==> config.mk <==
export PLATFORM = sky130hd
export DESIGN_NAME = alexander_pd_vote
export DESIGN_NICKNAME = d
export VERILOG_FILES = /design/src/rtl/alexander_pd_vote.sv
export SDC_FILE = /design/constraint.sdc
export NUM_CORES = 1
export LEC_CHECK = 0
export CORE_MARGIN = 2
export CORE_UTILIZATION = 45
export DETAILED_ROUTE_END_ITERATION = 16
export GPL_TIMING_DRIVEN = 0
export PLACE_DENSITY = 0.79
export SKIP_LAST_GASP = 1
export SYNTH_ARGS = -nofsm -noshare
export SYNTH_HDL_FRONTEND = slang
export SYNTH_SLANG_ARGS = --single-unit
==> constraint.sdc <==
create_clock -name i_clk -period 2.9 [get_ports i_clk]
set_input_delay 0.435 -clock i_clk [delete_from_list [all_inputs] [get_ports i_clk]]
set_output_delay 0.435 -clock i_clk [all_outputs]
set_load 0.05 [all_outputs]
**Run 1: placed standard cells**

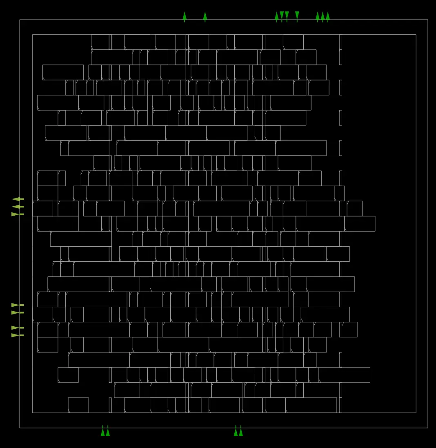
# rows: 25
Final Util: 61.4%

**Run 1: sequential cells coloured by netlist name**

Bar = 20 um.
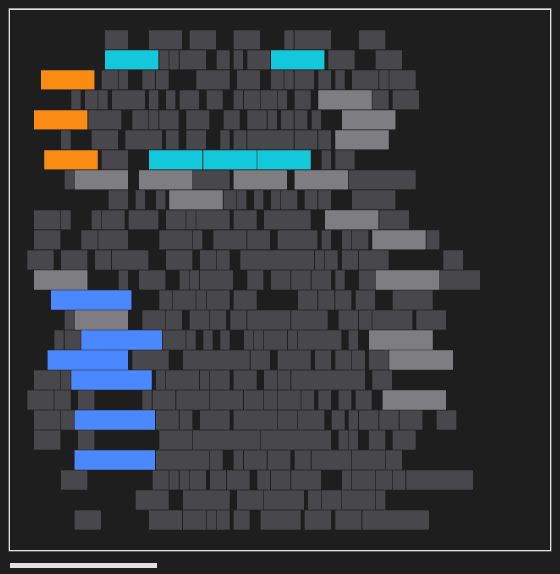
colour	signal	placed flops
orange	win_q	3
blue	per_q	6
cyan	acc_q	5
power in sequential cells: 0.450 mW
Register Area: 676 um^2

**Run 1: drive-strength map**

Bar = 20 um.
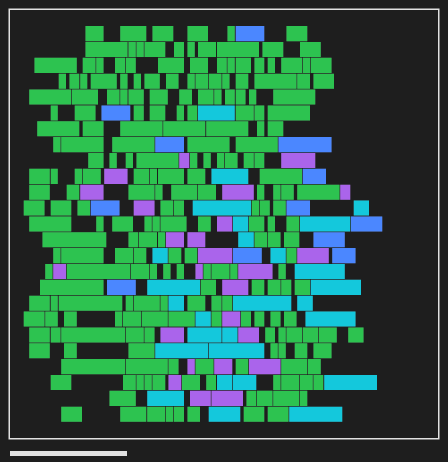
colour	size	cells	share
cyan	_3 and _4 cells	27	9.2%
blue	_6 and larger	12	4.1%
green	_0 and _1 cells	228	78%
purple	_2 cells	25	8.6%
worst setup margin: -75.3 ps
Signal buffers: 41
area delta synth->final: 32.8%
finished layout cell area: 2880 um^2

==> impl_metrics.env, run 1 <==
# physical design summary
export IMPL_cts_root_buf="clkbuf_8"
export IMPL_h_tree_depth=2
export IMPL_log_warning_count=31
export IMPL_crit_slowest_cell="or3_4"
export IMPL_violations="setup timing"
export IMPL_cpMostUsedCell="ha_4"
export IMPL_ys_seq_share_pct=30.5
export IMPL_ant_nets=0
export IMPL_antenna_found_initial=0
export IMPL_dp_hpwl_mm=3.65
export IMPL_setup_slack_ps=-75.3
export IMPL_top_layer_used="met4"
export IMPL_track_usage_pct=20.2
export IMPL_power_switching_mw=0.307
export IMPL_setup_viol=6
export IMPL_grt_max_degree=11
export IMPL_endpoint_kind="flip-flop"
export IMPL_fin_nets=326
export IMPL_grt_pass1_wl_mm=8.49
export IMPL_met3WireLength_um=350
export IMPL_tightest_slew_ps=631
export IMPL_synth_cell_types=52
export IMPL_comb_power_share_pct=21.5
export IMPL_criticalPathCategory="reg2reg"
export IMPL_grt_pass1_vias=1876
export IMPL_finalCritPeriodShare_pct=103
export IMPL_swShare_pct=28.3
export IMPL_met2WireLength_mm=2.84
export IMPL_path_buffers=1
export IMPL_insertion_delay_ps=280
export IMPL_ys_flop_type="dfxtp_1"
export IMPL_wl_per_cell_um=16.5
export IMPL_status="complete, but fails checks"
[run 1: cell type report]
class	count	area, um^2
Buffer	11	81.3
Clock buffer	7	108
Fill cell	367	1810
Inverter	15	56.3
Multi-Input combinational cell	199	1610
Sequential cell	30	676
Tap cell	54	67.6
Timing Repair Buffer	30	277
[run 1: worst min-delay path, cell delays in order, from the launching register on]
cell	delay (ps)
dfxtp_1	320
nor2_1	40
nor2_1	70
[run 1: power groups by stage]
stage | registers [mW] | logic, mW | clock network, mW
after floorplan | 0.471 | 0.126 | 0
after global placement | 0.461 | 0.190 | 0
after detailed placement | 0.461 | 0.194 | 0
after CTS | 0.451 | 0.204 | 0.404
after global routing | 0.452 | 0.251 | 0.419
final | 0.450 | 0.233 | 0.399
[run 1: metal layers]
layer	track usage [%]	vias to the layer above
met5	0	-
met4	10.1	0
li1	-	985
met3	3.70	21
met2	32.6	83
met1	25.9	968
[run 1: repair_timing]
item                                    4_1_cts  5_1_grt
gates cloned                                  0        0
buffers inserted                              4        7
resized                                      21       26
endpoints found under the setup margin        6        6
pin swaps                                     6        8
[run 1: metrics by stage]
stage / cells / hold WS, ps / setup WS [ps] / TNS [ps]
2_1_floorplan: 255 / 432 / 5.28 / 0
3_3_place_gp: 328 / 441 / -374 / -2240
6_report: 346 / 465 / -75.3 / -446
5_1_grt: 346 / 502 / -105 / -627
4_1_cts: 339 / 468 / 2.88 / 0
3_5_place_dp: 328 / 454 / -397 / -2380
[run 1: Yosys cell counts (4+ instances only)]
library cell   n  area (um^2)
dfxtp_1       24          480
nor2_1        22         82.6
ha_1          21          263
nand2_1       19         71.3
a21oi_1       14         70.1
inv_1         14         52.6
nand3_1       12         60.1
nor2b_1       10         62.6
xnor2_1       10         87.6
o21ai_0        9         45.0
xor2_1         8         70.1
clkbuf_1       6         22.5
edfxtp_1       6          180
nor3_1         6         30.0
nand2b_1       5         31.3
nand4_1        5         31.3
a21o_1         4         30.0
a31oi_1        4         25.0
mux2i_1        4         40.0
o31ai_1        4         30.0
[run 1: cell families (layout without fill, tap and decap cells)]
group / count (synthesis) / after routing / synth area share, %
compound gates: 53 / 53 / 16.7
simple gates: 100 / 100 / 24.2
fa+ha+maj: 22 / 22 / 13.0
flops: 30 / 30 / 30.5
buf+inv: 26 / 63 / 5.37
mux: 6 / 6 / 2.89
xor+xnor: 18 / 18 / 7.27
--- run 2 (diff from run 1) ---
--- a/config.mk
+++ b/config.mk
@@ -5,6 +5,7 @@
 export SDC_FILE = /design/constraint.sdc
 export NUM_CORES = 1
 export LEC_CHECK = 0
+export CAP_MARGIN = 5
 export CORE_MARGIN = 2
 export CORE_UTILIZATION = 45
 export DETAILED_ROUTE_END_ITERATION = 16
**Run 2: wire density map**

15 x 15 tiles, from dark blue (low) to red (high), scaled to the fullest tile. Values are wire area over tile area, all layers added.
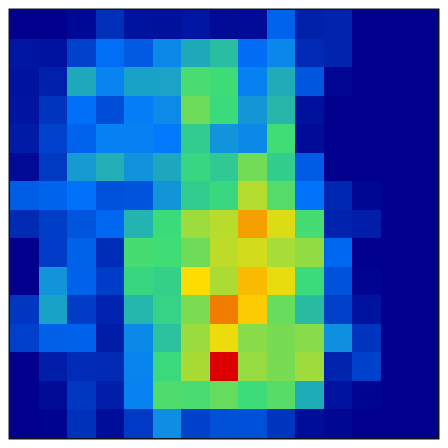
tiles over half the peak	18%
mean over tiles	0.17
nearly empty tiles	24%
densest ninth of the die	centre
fullest tile	0.73
emptiest ninth of the die	north-east
GRT Util Overall: 20.2%
post-detailed-route wirelength per cell: 16.5 um
Via Count: 2,057
final wirelength: 5.71 mm

==> run 2 against run 1 <==
The flow still finishes with violations (setup timing). Via count is the same. Critical path type unchanged. Cell count is the same. Critical endpoint unchanged. Sequential share of layout area is the same. Count of clock-buffer cells in the layout is the same. Critical path depth is the same. Global-route usage is the same. Core utilization is the same. Maximum frequency is the same. Worst hold slack is the same.
==> impl_metrics.env, run 2 <==
# physical design summary
export IMPL_fin_nets=326
export IMPL_finalCritPeriodShare_pct=103
export IMPL_grt_pass1_vias=1876
export IMPL_criticalPathCategory="reg2reg"
export IMPL_ff2ff_setup_slack_ps=-80
export IMPL_tns_ps=-446
export IMPL_finish_utilization_pct=61.4
export IMPL_grt_pass1_wl_mm=8.49
export IMPL_synth_cell_types=52
export IMPL_cts_buffers_inserted=5
export IMPL_dp_hpwl_mm=3.65
export IMPL_setup_viol=6
export IMPL_stdcell_area_um2=2880
export IMPL_cts_root_buf="clkbuf_8"
export IMPL_setup_slack_ps=-75.3
export IMPL_dp_cells=328
export IMPL_stdcell_count=346
export IMPL_synth_top_cell_by_area="dfxtp_1"
export IMPL_status="complete, but fails checks"
export IMPL_syn_to_final_growth_pct=32.8
export IMPL_hold_ws_ps=465
export IMPL_insertion_delay_ps=280
export IMPL_log_warning_count=31
export IMPL_violations="setup timing"
export IMPL_h_tree_depth=2
export IMPL_grt_max_degree=11
export IMPL_synth_top_area_share_pct=22.2
export IMPL_ant_nets=0
export IMPL_avgViaCountPerCell=5.95
export IMPL_relSlewSlack_pct=57.7
export IMPL_ys_seq_share_pct=30.5
export IMPL_synthTopCellsByCount="dfxtp_1 (24), nor2_1 (22), ha_1 (21)"
export IMPL_fp_row_count=25
export IMPL_floorplanUtilization_pct=46.2
export IMPL_cts_sinks=30
export IMPL_place_ws_ps=-397
export IMPL_endpoint_kind="flip-flop"
export IMPL_n_fill_cell=367
export IMPL_top_cells_by_area="dfxtp_1 (22%), ha_1 (12%), edfxtp_1 (8.3%), xnor2_1 (4.0%), nor2_1 (3.8%)"
export IMPL_top_cell="dfxtp_1"
export IMPL_antenna_found_initial=0
==> run 2: cell counts after synthesis <==
Identical to the previous run, type by type.
==> run 2: timing repair <==
item	CTS	global route
buffers inserted	4	7
hold buffers	0	0
pin swaps	6	8
gates resized	21	26
endpoints found under the setup margin	6	6
==> run 2: routing by layer <==
metal	vias up	track usage (%)	wire, um
met5	-	0	0
met4	0	10.1	202
met3	21	3.70	350
met2	83	32.6	2840
met1	968	25.9	2320
li1	985	-	-
==> run 2: cell families (layout without fill, tap and decap cells) <==
| logic type | Yosys count | count (layout) | share of synthesized area, % |
|---|---|---|---|
| and+or+nand+nor | 100 | 100 | 24.2 |
| muxes | 6 | 6 | 2.89 |
| AOI/OAI and AO/OA | 53 | 53 | 16.7 |
| buffers and inverters | 26 | 63 | 5.37 |
| xor gates and xnor gates | 18 | 18 | 7.27 |
| adders and majority gates | 22 | 22 | 13.0 |
| DFF | 30 | 30 | 30.5 |
==> run 2: final cells by class <==
class                   instances  area (um^2)  share of cell area [%]
repair buffers                 30          277                    9.60
clock buffers                   7          108                    3.74
well taps                      54         67.6                    2.35
multi-input cells             199         1610                    56.1
inverters                      15         56.3                    1.96
flip-flops and latches         30          676                    23.5
plain buffers                  11         81.3                    2.82
==> run 2: report_power, final <==
part	leakage, nW	switching [mW]	internal, mW
sequential	0.259	0.0126	0.438
clock	0.0555	0.159	0.240
combinational	0.824	0.135	0.0978
==> run 2: critical path: stages, from the launching register on <==
cell,delay [ps]
dfxtp_4,380
ha_4,190
nand3_4,100
xnor2_4,210
ha_4,250
nand3_2,60
nor2_2,50
or3_4,430
o2111ai_4,240
nand4_1,200
o41ai_4,380
buf_6,190
Power is estimated from default activity; no workload was simulated.
